File: src/rtl/sklansky_seq_adder_if.sv
// sklansky_seq_adder_if
//   Operand-entry / control / result bus for sklansky_seq_adder.
//   master: board-side entry and display logic (drives writes, start, reads).
//   slave : the sequencer.
//   Signals:
//     wr_en/wr_sel/wr_addr/wr_data : operand byte write (sel 0 = A, 1 = B)
//     start/sub/cin                : operation request, sampled in IDLE
//     rd_addr/rd_data              : combinational result byte read
//     busy/done/cout/ovf           : status
interface sklansky_seq_adder_if #(
  parameter int WORDS = 4
);
  localparam int AW = $clog2(WORDS);

  logic          wr_en;
  logic          wr_sel;
  logic [AW-1:0] wr_addr;
  logic [7:0]    wr_data;
  logic          start;
  logic          sub;
  logic          cin;
  logic [AW-1:0] rd_addr;
  logic [7:0]    rd_data;
  logic          busy;
  logic          done;
  logic          cout;
  logic          ovf;

  modport master (
    output wr_en, wr_sel, wr_addr, wr_data, start, sub, cin, rd_addr,
    input  rd_data, busy, done, cout, ovf
  );

  modport slave (
    input  wr_en, wr_sel, wr_addr, wr_data, start, sub, cin, rd_addr,
    output rd_data, busy, done, cout, ovf
  );
endinterface

File: src/rtl/sklansky_seq_adder.sv
// sklansky_seq_adder
//   Multi-byte add/subtract sequencer. Two WORDS-byte operands are held in
//   byte registers; on start they are streamed LSB first through one 8-bit
//   Sklansky prefix adder, one byte per cycle, with the carry chained
//   through a register. The sum lands in a result buffer, done pulses once.
//   Ports:
//     clk  : clock, rising edge
//     rst  : synchronous active-high reset
//     bus  : sklansky_seq_adder_if.slave (operand writes, start/sub/cin,
//            rd_addr -> rd_data, busy/done/cout/ovf)
//   Build option:
//     SKLANSKY_SEQ_OVF_EN : when defined, ovf is computed and registered;
//                           otherwise ovf is tied to 0.

// Prefix combine cell: (g,p) = (g_hi,p_hi) o (g_lo,p_lo)
module sklansky_pg_cell (
  input  logic g_hi,
  input  logic p_hi,
  input  logic g_lo,
  input  logic p_lo,
  output logic g,
  output logic p
);
  assign g = g_hi | (p_hi & g_lo);
  assign p = p_hi & p_lo;
endmodule

// 8-bit Sklansky (divide-and-conquer) prefix adder, purely combinational.
module sklansky_adder (
  input  logic [7:0] a,
  input  logic [7:0] b,
  input  logic       ci,
  output logic [7:0] s,
  output logic       co
);
  localparam int W   = 8;
  localparam int LVL = 3;

  // gl[l][i]/pl[l][i]: group generate/propagate of bit i after l levels
  logic [W-1:0] gl [LVL+1];
  logic [W-1:0] pl [LVL+1];
  logic [W:0]   c;

  assign gl[0] = a & b;
  assign pl[0] = a ^ b;

  genvar l, i;
  generate
    for (l = 0; l < LVL; l++) begin : g_lvl
      for (i = 0; i < W; i++) begin : g_bit
        if (((i >> l) & 1) == 1) begin : g_cell
          // combine with the top bit of the lower half of this block
          localparam int J = ((i >> l) << l) - 1;
          sklansky_pg_cell u_cell (
            .g_hi (gl[l][i]),
            .p_hi (pl[l][i]),
            .g_lo (gl[l][J]),
            .p_lo (pl[l][J]),
            .g    (gl[l+1][i]),
            .p    (pl[l+1][i])
          );
        end else begin : g_pass
          assign gl[l+1][i] = gl[l][i];
          assign pl[l+1][i] = pl[l][i];
        end
      end
    end

    // fold carry-in after the prefix tree: c[i+1] = G[i:0] | P[i:0]&ci
    assign c[0] = ci;
    for (i = 0; i < W; i++) begin : g_carry
      assign c[i+1] = gl[LVL][i] | (pl[LVL][i] & ci);
    end
  endgenerate

  assign s  = pl[0] ^ c[W-1:0];
  assign co = c[W];
endmodule

module sklansky_seq_adder #(
  parameter int WORDS = 4
) (
  input  logic                 clk,
  input  logic                 rst,
  sklansky_seq_adder_if.slave  bus
);
  localparam int AW = $clog2(WORDS);
  localparam logic [AW-1:0] LAST = AW'(WORDS - 1);

  typedef enum logic [1:0] {
    IDLE = 2'd0,
    ADD  = 2'd1,
    DONE = 2'd2
  } state_t;

  state_t state, state_nxt;

  logic [WORDS-1:0][7:0] a_reg;
  logic [WORDS-1:0][7:0] b_reg;
  logic [WORDS-1:0][7:0] r_reg;
  logic [AW-1:0]         idx;
  logic                  carry;
  logic                  op_sub;
  logic                  busy_r;
  logic                  done_r;
  logic                  cout_r;

  logic [7:0] add_a;
  logic [7:0] add_b;
  logic [7:0] add_s;
  logic       add_co;
  logic       wr_ok;
  logic       rd_ok;
  logic       wr_fire;
  logic       last;

  // Non-power-of-two WORDS leaves unused address codes: drop those writes
  // and read them back as zero.
  generate
    if ((1 << AW) == WORDS) begin : g_pow2
      assign wr_ok = 1'b1;
      assign rd_ok = 1'b1;
    end else begin : g_npow2
      assign wr_ok = (int'(bus.wr_addr) < WORDS);
      assign rd_ok = (int'(bus.rd_addr) < WORDS);
    end
  endgenerate

  // Operands are read in ADD, so a write in the start cycle is already
  // visible to byte 0.
  assign add_a = a_reg[idx];
  assign add_b = op_sub ? ~b_reg[idx] : b_reg[idx];
  assign last  = (idx == LAST);

  sklansky_adder u_add (
    .a  (add_a),
    .b  (add_b),
    .ci (carry),
    .s  (add_s),
    .co (add_co)
  );

  always_comb begin
    state_nxt = state;
    case (state)
      IDLE:    if (bus.start) state_nxt = ADD;
      ADD:     if (last) state_nxt = DONE;
      DONE:    state_nxt = IDLE;
      default: state_nxt = IDLE;
    endcase
  end

  // operands frozen while the sequencer walks them
  assign wr_fire = bus.wr_en && (state != ADD) && wr_ok;

  always_ff @(posedge clk) begin
    if (rst) begin
      state  <= IDLE;
      idx    <= '0;
      carry  <= 1'b0;
      op_sub <= 1'b0;
      a_reg  <= '0;
      b_reg  <= '0;
      r_reg  <= '0;
      busy_r <= 1'b0;
      done_r <= 1'b0;
      cout_r <= 1'b0;
    end else begin
      state  <= state_nxt;
      busy_r <= (state_nxt == ADD);
      done_r <= (state_nxt == DONE);

      if (state == IDLE && bus.start) begin
        op_sub <= bus.sub;
        idx    <= '0;
        // subtract = A + ~B + 1
        carry  <= bus.sub ? 1'b1 : bus.cin;
      end

      if (state == ADD) begin
        r_reg[idx] <= add_s;
        carry      <= add_co;
        if (last) cout_r <= add_co;
        else      idx    <= idx + 1'b1;
      end

      if (wr_fire) begin
        if (bus.wr_sel) b_reg[bus.wr_addr] <= bus.wr_data;
        else            a_reg[bus.wr_addr] <= bus.wr_data;
      end
    end
  end

`ifdef SKLANSKY_SEQ_OVF_EN
  logic ovf_r;
  // signed overflow: like-signed MSB operands whose sum sign differs
  always_ff @(posedge clk) begin
    if (rst) begin
      ovf_r <= 1'b0;
    end else if (state == ADD && last) begin
      ovf_r <= (add_a[7] == add_b[7]) && (add_s[7] != add_a[7]);
    end
  end
  assign bus.ovf = ovf_r;
`else
  assign bus.ovf = 1'b0;
`endif

  assign bus.rd_data = rd_ok ? r_reg[bus.rd_addr] : 8'h00;
  assign bus.busy    = busy_r;
  assign bus.done    = done_r;
  assign bus.cout    = cout_r;
endmodule
File: src/flat_wrapper.sv
// flat-port wrapper written by rule: the top's interface ports become plain ports
module sklansky_seq_adder_flat 
#(
  parameter int WORDS = 4
)
  (clk, rst, bus_wr_en, bus_wr_sel, bus_wr_addr, bus_wr_data, bus_start, bus_sub, bus_cin, bus_rd_addr, bus_rd_data, bus_busy, bus_done, bus_cout, bus_ovf);
  sklansky_seq_adder_if #(.WORDS(WORDS)) bus_i ();
  input  logic clk;
  input  logic rst;
  input wire logic [$bits(bus_i.wr_en)-1:0] bus_wr_en;
  input wire logic [$bits(bus_i.wr_sel)-1:0] bus_wr_sel;
  input wire logic [$bits(bus_i.wr_addr)-1:0] bus_wr_addr;
  input wire logic [$bits(bus_i.wr_data)-1:0] bus_wr_data;
  input wire logic [$bits(bus_i.start)-1:0] bus_start;
  input wire logic [$bits(bus_i.sub)-1:0] bus_sub;
  input wire logic [$bits(bus_i.cin)-1:0] bus_cin;
  input wire logic [$bits(bus_i.rd_addr)-1:0] bus_rd_addr;
  output wire logic [$bits(bus_i.rd_data)-1:0] bus_rd_data;
  output wire logic [$bits(bus_i.busy)-1:0] bus_busy;
  output wire logic [$bits(bus_i.done)-1:0] bus_done;
  output wire logic [$bits(bus_i.cout)-1:0] bus_cout;
  output wire logic [$bits(bus_i.ovf)-1:0] bus_ovf;
  assign bus_i.wr_en = bus_wr_en;
  assign bus_i.wr_sel = bus_wr_sel;
  assign bus_i.wr_addr = bus_wr_addr;
  assign bus_i.wr_data = bus_wr_data;
  assign bus_i.start = bus_start;
  assign bus_i.sub = bus_sub;
  assign bus_i.cin = bus_cin;
  assign bus_i.rd_addr = bus_rd_addr;
  assign bus_rd_data = bus_i.rd_data;
  assign bus_busy = bus_i.busy;
  assign bus_done = bus_i.done;
  assign bus_cout = bus_i.cout;
  assign bus_ovf = bus_i.ovf;
  sklansky_seq_adder #(.WORDS(WORDS)) u_core (.clk(clk), .rst(rst), .bus(bus_i));
endmodule
File: config.mk
export PLATFORM = sky130hd
export DESIGN_NAME = sklansky_seq_adder_flat
export DESIGN_NICKNAME = d
export VERILOG_FILES = /design/src/rtl/sklansky_seq_adder_if.sv /design/src/rtl/sklansky_seq_adder.sv /design/src/flat_wrapper.sv
export SDC_FILE = /design/constraint.sdc
export NUM_CORES = 1
export LEC_CHECK = 0
export ABC_CLOCK_PERIOD_IN_PS = 2800
export CAP_MARGIN = 40
export CORE_ASPECT_RATIO = 1.25
export CORE_MARGIN = 2
export CORE_UTILIZATION = 54
export DETAILED_ROUTE_END_ITERATION = 12
export HOLD_SLACK_MARGIN = 0.03
export PLACE_DENSITY = 0.83
export SYNTH_ARGS = -nofsm -noshare
export SYNTH_HDL_FRONTEND = slang
export SYNTH_SLANG_ARGS = --single-unit
File: constraint.sdc
create_clock -name clk -period 2.8 [get_ports clk]
set_input_delay 0.42 -clock clk [delete_from_list [all_inputs] [get_ports clk]]
set_output_delay 0.42 -clock clk [all_outputs]
set_load 0.05 [all_outputs]
==> flow_summary_export.csv <==
group,metric,value,unit
cts,clk_latency,0.35,ns
worst_setup_path,start_kind,"flip-flop",
cells_and_area,final_area,5820,sq um
logic_synthesis,post_synth_instance_area,5120,sq um
drt,top_layer_used,"met4",
drt,vias,3845,
sta,finalSetupViolCount,0,
cells_and_area,antenna_cells,0,
logic_synthesis,netlist_top_cells_count,"dfxtp_1, nor2_1, mux2i_1",
pwr,powerDensity,545,nW/um^2
sta,final_hold_viol_count,0,
drt,drt-total-wl,11.0,mm
cells_and_area,drive_gt1_share,16.6,%
outcome,status,"finished, final reports clean",
floorplan,die_w,91.1,microns
logic_synthesis,synth_top_cell_by_count,"dfxtp_1",
flow_run,warning_count,29,
cts,postCtsHoldBufs,0,
sta,rsz0062_at_grt,"no",
cts,cts_made_buffers,9,
==> kinds of logic after synthesis <==
group	share of synthesized area, %
and+or+nand+nor	15.7
DFF	41.0
muxes	23.7
AOI/OAI and AO/OA	9.99
buffers and inverters	4.67
adders and majority gates	3.32
xor gates and xnor gates	1.54
other	0.0732
==> cell usage in the layout, fill, tap and decap left out, drive strengths merged, types with 5 or more instances in the layout <==
cell             n
xor2             8
nor2            88
nand4            9
o31ai            8
buf             25
clkbuf          10
o41ai            5
o211ai          10
a21oi           14
a31oi            5
ha              12
o21ai            5
clkdlybuf4s50   20
dfxtp          105
a211oi           6
inv             13
nand3           17
nor3             5
nand2           25
mux2i           66
mux4            24
==> repair_timing <==
| action | in CTS | in global routing |
|---|---|---|
| pin swaps | 0 | 2 |
| setup buffers | 0 | 0 |
| setup endpoints to repair | 1 | 9 |
| gates resized | 2 | 10 |
==> area by class of cell <==
cell class | count | area share, %
Tap cell | 123 | 2.64
Clock buffer | 10 | 4.11
Inverter | 10 | 0.645
Clock inverter | 6 | 1.27
Multi-Input combinational cell | 349 | 48.4
Timing Repair Buffer | 45 | 6.75
Sequential cell | 105 | 36.1
==> power groups by stage <==
stage	Sequential [uW]	Clock (uW)	Combinational (uW)
floorplan	1570	0	233
global placement	1570	0	304
global route	1540	1390	350
CTS	1540	1330	317
detailed placement	1570	0	313
finish	1540	1310	321
==> final timing paths <==
| path | startpoint | end | slack [ns] | cells after the start |
|---|---|---|---|---|
| setup / recovery | u_core.idx[0] | u_core.r_reg[5] | 0.17 | 7 |
| setup reg to reg | u_core.idx[0] | u_core.r_reg[5] | 0.17 | 7 |
| hold / removal | u_core.r_reg[8] | u_core.r_reg[8] | 0.45 | 2 |
| hold reg to reg | u_core.r_reg[8] | u_core.r_reg[8] | 0.45 | 2 |
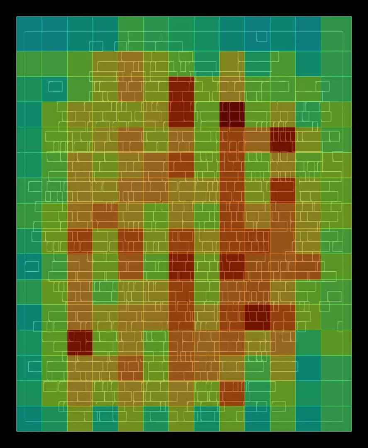
(images/congestion_map.png)
met3 GRT Util: 4.26%
GR Util All Layers: 21.9%
Final Core Density: 63.4%
Routed wire per std cell: 16.9 microns
met1 Usage GRT: 26.1%

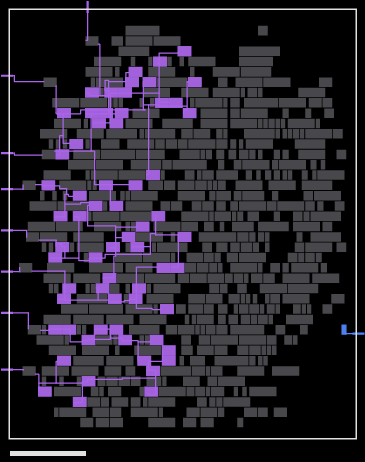
(images/port_trees.png)
Bar = 20 microns.
color	port	bits	direction	edge	end cells	buffers	wire
purple	bus_wr_data	8	input	7 left, 1 top	64	8	631 microns
blue	bus_ovf	1	output	right	1	0	2.20 microns
io pins: 31
count of port buffers added during placement: 29

Power figures rest on the tool's default switching activity, not on a simulated workload.
